$ cat src/rtl/effect_chain_scheduler.sv
// Sequences one audio sample through a chain of start/done effect stages, with a per-stage
// watchdog bypass, a one-deep early-sample buffer and between-sample config application.
module effect_chain_scheduler #(
  parameter int unsigned NumStages   = 2,
  parameter int unsigned Timeout     = 64,
  parameter int unsigned ResetCycles = 2
) (
  input  logic                    clk_i,
  input  logic                    rst_ni,
  input  logic                    sample_ready_i,
  input  logic [11:0]             sample_in_i,
  input  logic [4:0]              delay_amount_req_i,
  input  logic                    enable_req_i,
  output logic [NumStages-1:0]    stage_start_o,
  input  logic [NumStages-1:0]    stage_done_i,
  output logic [11:0]             stage_din_o,
  input  logic [12*NumStages-1:0] stage_dout_i,
  output logic                    effect_reset_o,
  output logic [4:0]              delay_amount_o,
  output logic                    effect_enable_o,
  output logic [11:0]             sample_out_o,
  output logic                    sample_valid_o,
  output logic                    busy_o,
  output logic                    timeout_flag_o,
  output logic                    overrun_flag_o
);

  localparam int unsigned CntW = $clog2(Timeout + 1);
  localparam int unsigned StW  = (NumStages > 1) ? $clog2(NumStages) : 1;
  localparam int unsigned RstW = $clog2(ResetCycles + 1);
  localparam logic [CntW-1:0] TimeoutVal = CntW'(Timeout);
  localparam logic [StW-1:0]  LastStage  = StW'(NumStages - 1);
  localparam logic [RstW-1:0] RstLast    = RstW'(ResetCycles - 1);

  typedef enum logic [2:0] {StIdle, StCfg, StIssue, StWait, StOut} state_e;

  state_e          state_q, state_d;
  logic [StW-1:0]  stage_q, stage_d;
  logic [CntW-1:0] cnt_q, cnt_d;
  logic [RstW-1:0] rcnt_q, rcnt_d;
  logic [11:0]     work_q, work_d;
  logic [11:0]     buf_q, buf_d;
  logic            buf_valid_q, buf_valid_d;
  logic [11:0]     sample_out_q, sample_out_d;
  logic [4:0]      delay_q, delay_d;
  logic            enable_q, enable_d;
  logic            timeout_q, timeout_d;
  logic            overrun_q, overrun_d;

  logic            sel_done;
  logic [11:0]     sel_dout;
  logic            cfg_pending;
  logic            advance;

  always_comb begin
    sel_done = 1'b0;
    sel_dout = '0;
    for (int k = 0; k < int'(NumStages); k++) begin
      if (stage_q == StW'(k)) begin
        sel_done = stage_done_i[k];
        sel_dout = stage_dout_i[12*k +: 12];
      end
    end
  end

  assign cfg_pending = {delay_amount_req_i, enable_req_i} != {delay_q, enable_q};

  always_comb begin
    state_d      = state_q;
    stage_d      = stage_q;
    cnt_d        = cnt_q;
    rcnt_d       = rcnt_q;
    work_d       = work_q;
    buf_d        = buf_q;
    buf_valid_d  = buf_valid_q;
    sample_out_d = sample_out_q;
    delay_d      = delay_q;
    enable_d     = enable_q;
    timeout_d    = timeout_q;
    overrun_d    = overrun_q;
    advance      = 1'b0;

    // Samples arriving while busy go to the one-deep buffer, or are dropped when it is full.
    if (state_q != StIdle && sample_ready_i) begin
      if (!buf_valid_q) begin
        buf_valid_d = 1'b1;
        buf_d       = sample_in_i;
      end else begin
        overrun_d = 1'b1;
      end
    end

    case (state_q)
      StIdle: begin
        if (buf_valid_q) begin
          work_d  = buf_q;
          stage_d = '0;
          state_d = StIssue;
          if (sample_ready_i) begin
            buf_d = sample_in_i;
          end else begin
            buf_valid_d = 1'b0;
          end
        end else if (sample_ready_i) begin
          work_d  = sample_in_i;
          stage_d = '0;
          state_d = StIssue;
        end else if (cfg_pending) begin
          delay_d  = delay_amount_req_i;
          enable_d = enable_req_i;
          rcnt_d   = '0;
          state_d  = StCfg;
        end
      end
      StCfg: begin
        if (rcnt_q == RstLast) begin
          state_d = StIdle;
        end else begin
          rcnt_d = rcnt_q + RstW'(1);
        end
      end
      StIssue: begin
        cnt_d   = '0;
        state_d = StWait;
      end
      StWait: begin
        // A done seen on the first wait cycle may be left over from the previous sample.
        if (cnt_q != '0 && sel_done) begin
          work_d  = sel_dout;
          advance = 1'b1;
        end else if (cnt_q == TimeoutVal) begin
          timeout_d = 1'b1;
          advance   = 1'b1;
        end else begin
          cnt_d = cnt_q + CntW'(1);
        end
        if (advance) begin
          if (stage_q == LastStage) begin
            state_d = StOut;
          end else begin
            stage_d = stage_q + StW'(1);
            state_d = StIssue;
          end
        end
      end
      StOut: begin
        sample_out_d = work_q;
        state_d      = StIdle;
      end
      default: state_d = StIdle;
    endcase
  end

  always_ff @(posedge clk_i or negedge rst_ni) begin
    if (!rst_ni) begin
      state_q      <= StIdle;
      stage_q      <= '0;
      cnt_q        <= '0;
      rcnt_q       <= '0;
      work_q       <= '0;
      buf_q        <= '0;
      buf_valid_q  <= 1'b0;
      sample_out_q <= '0;
      delay_q      <= '0;
      enable_q     <= 1'b0;
      timeout_q    <= 1'b0;
      overrun_q    <= 1'b0;
    end else begin
      state_q      <= state_d;
      stage_q      <= stage_d;
      cnt_q        <= cnt_d;
      rcnt_q       <= rcnt_d;
      work_q       <= work_d;
      buf_q        <= buf_d;
      buf_valid_q  <= buf_valid_d;
      sample_out_q <= sample_out_d;
      delay_q      <= delay_d;
      enable_q     <= enable_d;
      timeout_q    <= timeout_d;
      overrun_q    <= overrun_d;
    end
  end

  always_comb begin
    stage_start_o = '0;
    for (int k = 0; k < int'(NumStages); k++) begin
      stage_start_o[k] = (state_q == StIssue) && (stage_q == StW'(k));
    end
  end

  assign stage_din_o     = work_q;
  assign effect_reset_o  = (state_q == StCfg);
  assign delay_amount_o  = delay_q;
  assign effect_enable_o = enable_q;
  assign sample_valid_o  = (state_q == StOut);
  assign sample_out_o    = (state_q == StOut) ? work_q : sample_out_q;
  assign busy_o          = (state_q != StIdle);
  assign timeout_flag_o  = timeout_q;
  assign overrun_flag_o  = overrun_q;

endmodule
$ cat config.mk
export PLATFORM = sky130hd
export DESIGN_NAME = effect_chain_scheduler
export DESIGN_NICKNAME = d
export VERILOG_FILES = /design/src/rtl/effect_chain_scheduler.sv
export SDC_FILE = /design/constraint.sdc
export NUM_CORES = 1
export LEC_CHECK = 0
export ABC_AREA = 0
export CAP_MARGIN = 20
export CORE_UTILIZATION = 51
export DETAILED_ROUTE_END_ITERATION = 8
export GPL_TIMING_DRIVEN = 0
export HOLD_SLACK_MARGIN = 0.06
export PLACE_DENSITY = 0.88
export SYNTH_ARGS = -nofsm -noshare
export SYNTH_HDL_FRONTEND = slang
export SYNTH_SLANG_ARGS = --single-unit
export TNS_END_PERCENT = 5
$ cat constraint.sdc
create_clock -name clk_i -period 3.11 [get_ports clk_i]
set_input_delay 0.311 -clock clk_i [delete_from_list [all_inputs] [get_ports clk_i]]
set_output_delay 0.311 -clock clk_i [all_outputs]
set_load 0.05 [all_outputs]
Fig. 1: supply network
Bar = 20 um. Pins as bars on the die edge. Tap cells in gray.
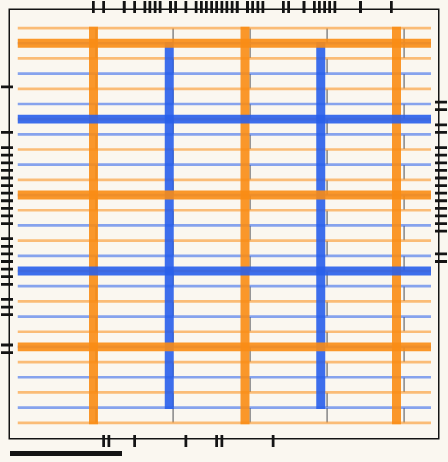
- blue: VDD
- orange: VSS
- met5 straps: 5
- met4 straps: 5

Fig. 2: close-up of the layout
Window x 45 to 70, y 7 to 32 um. Cells in gray, sequential cells in the stronger gray; small squares are vias.
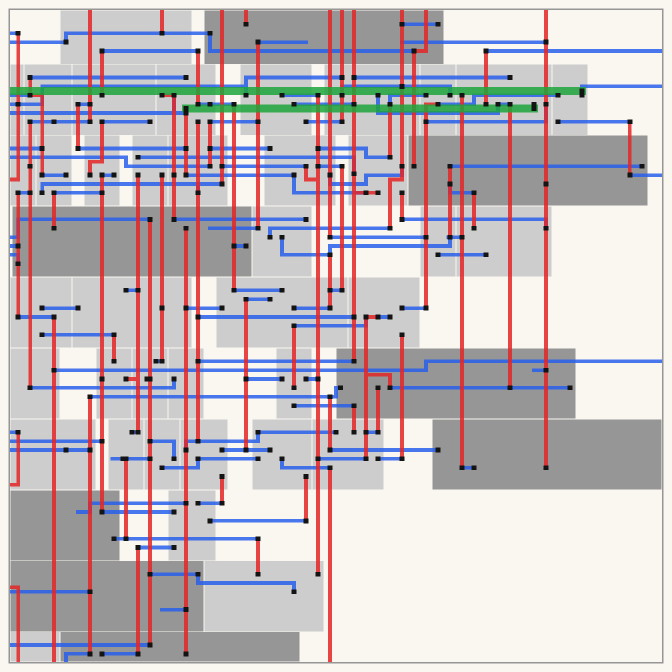
- blue: M1
- green: M3
- red: M2
- cells with their middle in the window: 41
- most frequent: dfrtp_1 (6), nor2_1 (5)
- netlist names of flops here include: `cnt_q` (5), `timeout_flag_o` (1)
- sequential cells in the window: 6

Fig. 3: register map, names as in the netlist
Other sequential cells in the stronger gray, the rest of the logic in the fainter gray.
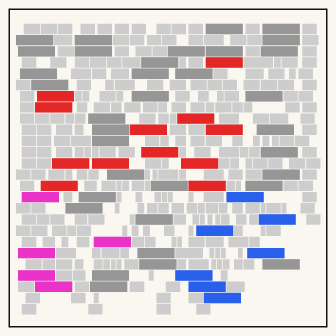
- red: `buf_q` (placed flops 12)
- blue: `cnt_q` (placed flops 7)
- magenta: `delay_amount_o` (placed flops 5; where south-west)
- not colored: 34

Fig. 4: routing congestion map
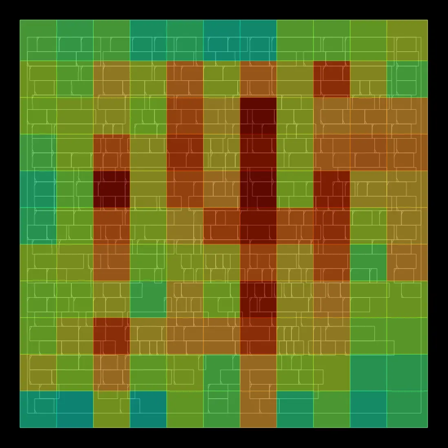
final core occ: 76.0%
GR met1 Demand/Resource: 31.8%

==> summary.txt <==
Summary of implementation figures.

Hold path
The worst hold path class is input pin to asynchronous set/reset pin.

Finish
The clock network area share is 4.27%. In the layout the commonest cells are 77 x sky130_fd_sc_hd__clkdlybuf4s50_1, 58 x sky130_fd_sc_hd__dfrtp_1, 43 x sky130_fd_sc_hd__mux2_2, 16 x sky130_fd_sc_hd__mux2i_1, 14 x sky130_fd_sc_hd__a21oi_1. The number of diodes added for antenna fixing is 0. The fraction of standard cell area that is sequential is 36.5%. Sequential cells placed in the final layout were counted as 58.

The non-clock inverter count in the final layout is 4. The post-route non-filler standard cell count is 408. The layout buffer count excluding clock buffers is 98. Counting only logic cells after layout, the most numerous master is sky130_fd_sc_hd__clkdlybuf4s50_1.

The net count of the finished layout is 384. The logic area is 1330 um2. The flip-flop and latch area is 1450 um2. The layout-stage area growth over the synthesis result is 40.0%.

Logic synthesis
The netlist area before placement is 2840 um2. Yosys shows that the main logic family after synthesis is multiplexers. In the synthesis report, Yosys lists the chip area as 2840 um2.

The yosys stat cell total is 238. The arithmetic-cell share of the synthesized area counting full adders, half adders and majority gates is 1.67%. Per the synthesis report, the XOR/XNOR share of the synthesized area is 2.46%. The share of synthesized area occupied by flip-flops and latches is 51.0%. The number of nets in the synthesized netlist is 288.

The post-synthesis compound-gate area fraction is 9.37%. The number of flops mapped to enable cells by yosys is 0. The number of synthesis warnings is 0. In the synthesized netlist the dominant register cell turns out to be sky130_fd_sc_hd__dfrtp_1. The synthesized netlist handed to floorplanning was reported with a cell count of 238.

Of the total synthesized cell area, the portion taken by AND, OR, NAND and NOR gates is 10.3%.

STA
The final tally of max-slew violations is 0. The share of the clock period used by the worst path after layout is 96.2%. Headroom to the max-slew limit came out at 51.9%. Looking at the max-slew report, the worst-margin pin has a slew of 0.722 ns. The highest attainable clock frequency is 334 MHz.

The final hold violation count recorded for this run is 0. Hold is met by 0.468 ns. The worst path needs 2.99 ns of the cycle, external delays included.

Setup path
The worst setup path is launched from a flip-flop. The critical path start-end classification is flip-flop to output port. On the critical path the data arrives at 2.68 ns. Data on the critical path is required at its endpoint by 2.80 ns. The capturing point of the worst reg2reg path is cnt_q[1].

For the worst reg-to-reg path, the startpoint reported by OpenROAD is cnt_q[0]. Per the timing report, the biggest fanout along the worst path comes to 10. The cell count of the worst reg-to-reg path is 6. The type of element capturing the critical path is an output port. For flop-to-flop paths, the worst setup slack is 0.86 ns.

Route
After detailed routing, the average wire length per cell comes to 16.4 um. The number of vias per cell after detailed routing is 5.48. The remaining antenna violation count is 0. The number of detailed-routing iterations run before antenna repair is 4. The routed via count is 2,236.

GRT
Per the GRT congestion report, total overflow comes to 0. The total track usage is 24.6%. The number of global-route vias before repair was 2,258.

The first global-routing pass estimated 11,100 um of wire. The largest net degree at the start of global routing is 41.

Floorplan
The placeable core region is 5240 um2. In this run the vertical extent of the chip is 76.7 um. The placement row count is 26. The die covers 5880 um2.

The initial core utilization is 54.3%. The I/O pin total is 84. The tap cell count is 70.

CTS
Post-CTS timing repair inserted 0 buffers for setup. The maximum number of buffers from clock root to sink is 2. On the worst setup and hold paths after CTS, the clock-pin slew comes to 0.07 ns. The number of buffers inserted during clock tree synthesis is 9. Gates resized during post-CTS repair numbered 1.

After clock tree synthesis, the flow added hold-fix buffers numbering 1. The clock root buffer master is sky130_fd_sc_hd__clkbuf_8.

Placement
Per the placement log, port buffering inserted 83 buffers. The placed instances occupy a cell area of 3780 um2. In the placement report, post-DP HPWL is listed as 4800 um. Per the placement report, the placed cell count is 392. RePlAce ended its routability-driven mode at a weighted congestion of 0.752.

Flow run
The tally of OpenROAD warnings is 28. The number of maximum-capacitance violations recorded for the run is 0.

Run status
The run finished with clean final reports.

Power and ir drop
The power density over cell area is 1140 nW/um2.
[state kept, by name, summed over array words and instances (netlist names)]
name             flops
state_q              3
cnt_q                7
sample_out_q        12
stage_q              1
buf_q               12
buf_valid_q          1
overrun_flag_o       1
rcnt_q               2
timeout_flag_o       1
stage_din_o         12
effect_enable_o      1
delay_amount_o       5
[cell usage after synthesis (2+ instances only)]
cell,count,area share [%]
sky130_fd_sc_hd__o21a_1,2,0.53
sky130_fd_sc_hd__and2_1,2,0.44
sky130_fd_sc_hd__a211oi_1,12,3.2
sky130_fd_sc_hd__ha_1,3,1.3
sky130_fd_sc_hd__a21oi_1,14,2.5
sky130_fd_sc_hd__xnor2_1,3,0.92
sky130_fd_sc_hd__xor2_1,5,1.5
sky130_fd_sc_hd__o31ai_1,2,0.53
sky130_fd_sc_hd__buf_2,5,0.88
sky130_fd_sc_hd__buf_1,2,0.26
sky130_fd_sc_hd__nand4_1,3,0.66
sky130_fd_sc_hd__nand2_1,11,1.5
sky130_fd_sc_hd__nor3b_1,3,0.79
sky130_fd_sc_hd__nor2_1,7,0.92
sky130_fd_sc_hd__o21ai_0,6,1.1
sky130_fd_sc_hd__mux2i_1,16,5.6
sky130_fd_sc_hd__mux2_2,43,17
sky130_fd_sc_hd__o211ai_1,2,0.53
sky130_fd_sc_hd__dfrtp_1,58,51
sky130_fd_sc_hd__inv_1,4,0.53
sky130_fd_sc_hd__nor2b_1,12,2.6
sky130_fd_sc_hd__clkbuf_1,6,0.79
[metrics by stage]
step | setup TNS (ns) | setup slack (ns) | power [mW] | utilization, %
floorplan | 0 | 0.606 | 3.12 | -
global placement | -6.03 | -0.106 | 3.85 | 71.8
detailed placement | 0 | 0.147 | 3.92 | 72.1
CTS | 0 | 0.0247 | 4.55 | 75.7
global route | -0.0333 | -0.0110 | 4.80 | 76.0
finish | 0 | 0.117 | 4.54 | 76.0
[worst max path at each step]
stage / slack, ns / startpoint / endpoint
2_1_floorplan: 0.61 / state_q[0] / rcnt_q[0]
5_1_grt: -0.01 / state_q[0] / sample_out_o[10]
6_report: 0.12 / state_q[1] / sample_out_o[10]
3_5_place_dp: 0.15 / state_q[0] / sample_out_o[3]
3_3_place_gp: -0.11 / rst_ni / delay_amount_o[2]
4_1_cts: 0.02 / state_q[1] / sample_out_o[3]
[report_power, final]
group	switching, mW	internal (mW)	total, mW
logic	1.59	1.06	2.65
clock network	0.285	0.324	0.609
registers	0.193	1.09	1.28
total	2.07	2.47	4.54
[routing by layer]
metal | vias to the layer above | track usage (%) | share of wire, %
li1 | 1058 | - | -
met1 | 1099 | 31.8 | 43
met2 | 70 | 40.8 | 50
met3 | 9 | 5.83 | 4.7
met4 | 0 | 8.08 | 1.4
met5 | - | 0 | 0
[worst max-delay path, cell delays in order, from the launching register on]
cell	delay, ns
sky130_fd_sc_hd__dfrtp_1	0.37
sky130_fd_sc_hd__clkbuf_1	0.20
sky130_fd_sc_hd__nor3b_4	0.36
sky130_fd_sc_hd__buf_2	0.32
sky130_fd_sc_hd__mux2_2	0.38
sky130_fd_sc_hd__clkdlybuf4s50_1	0.71
Power is estimated from default activity; no workload was simulated.
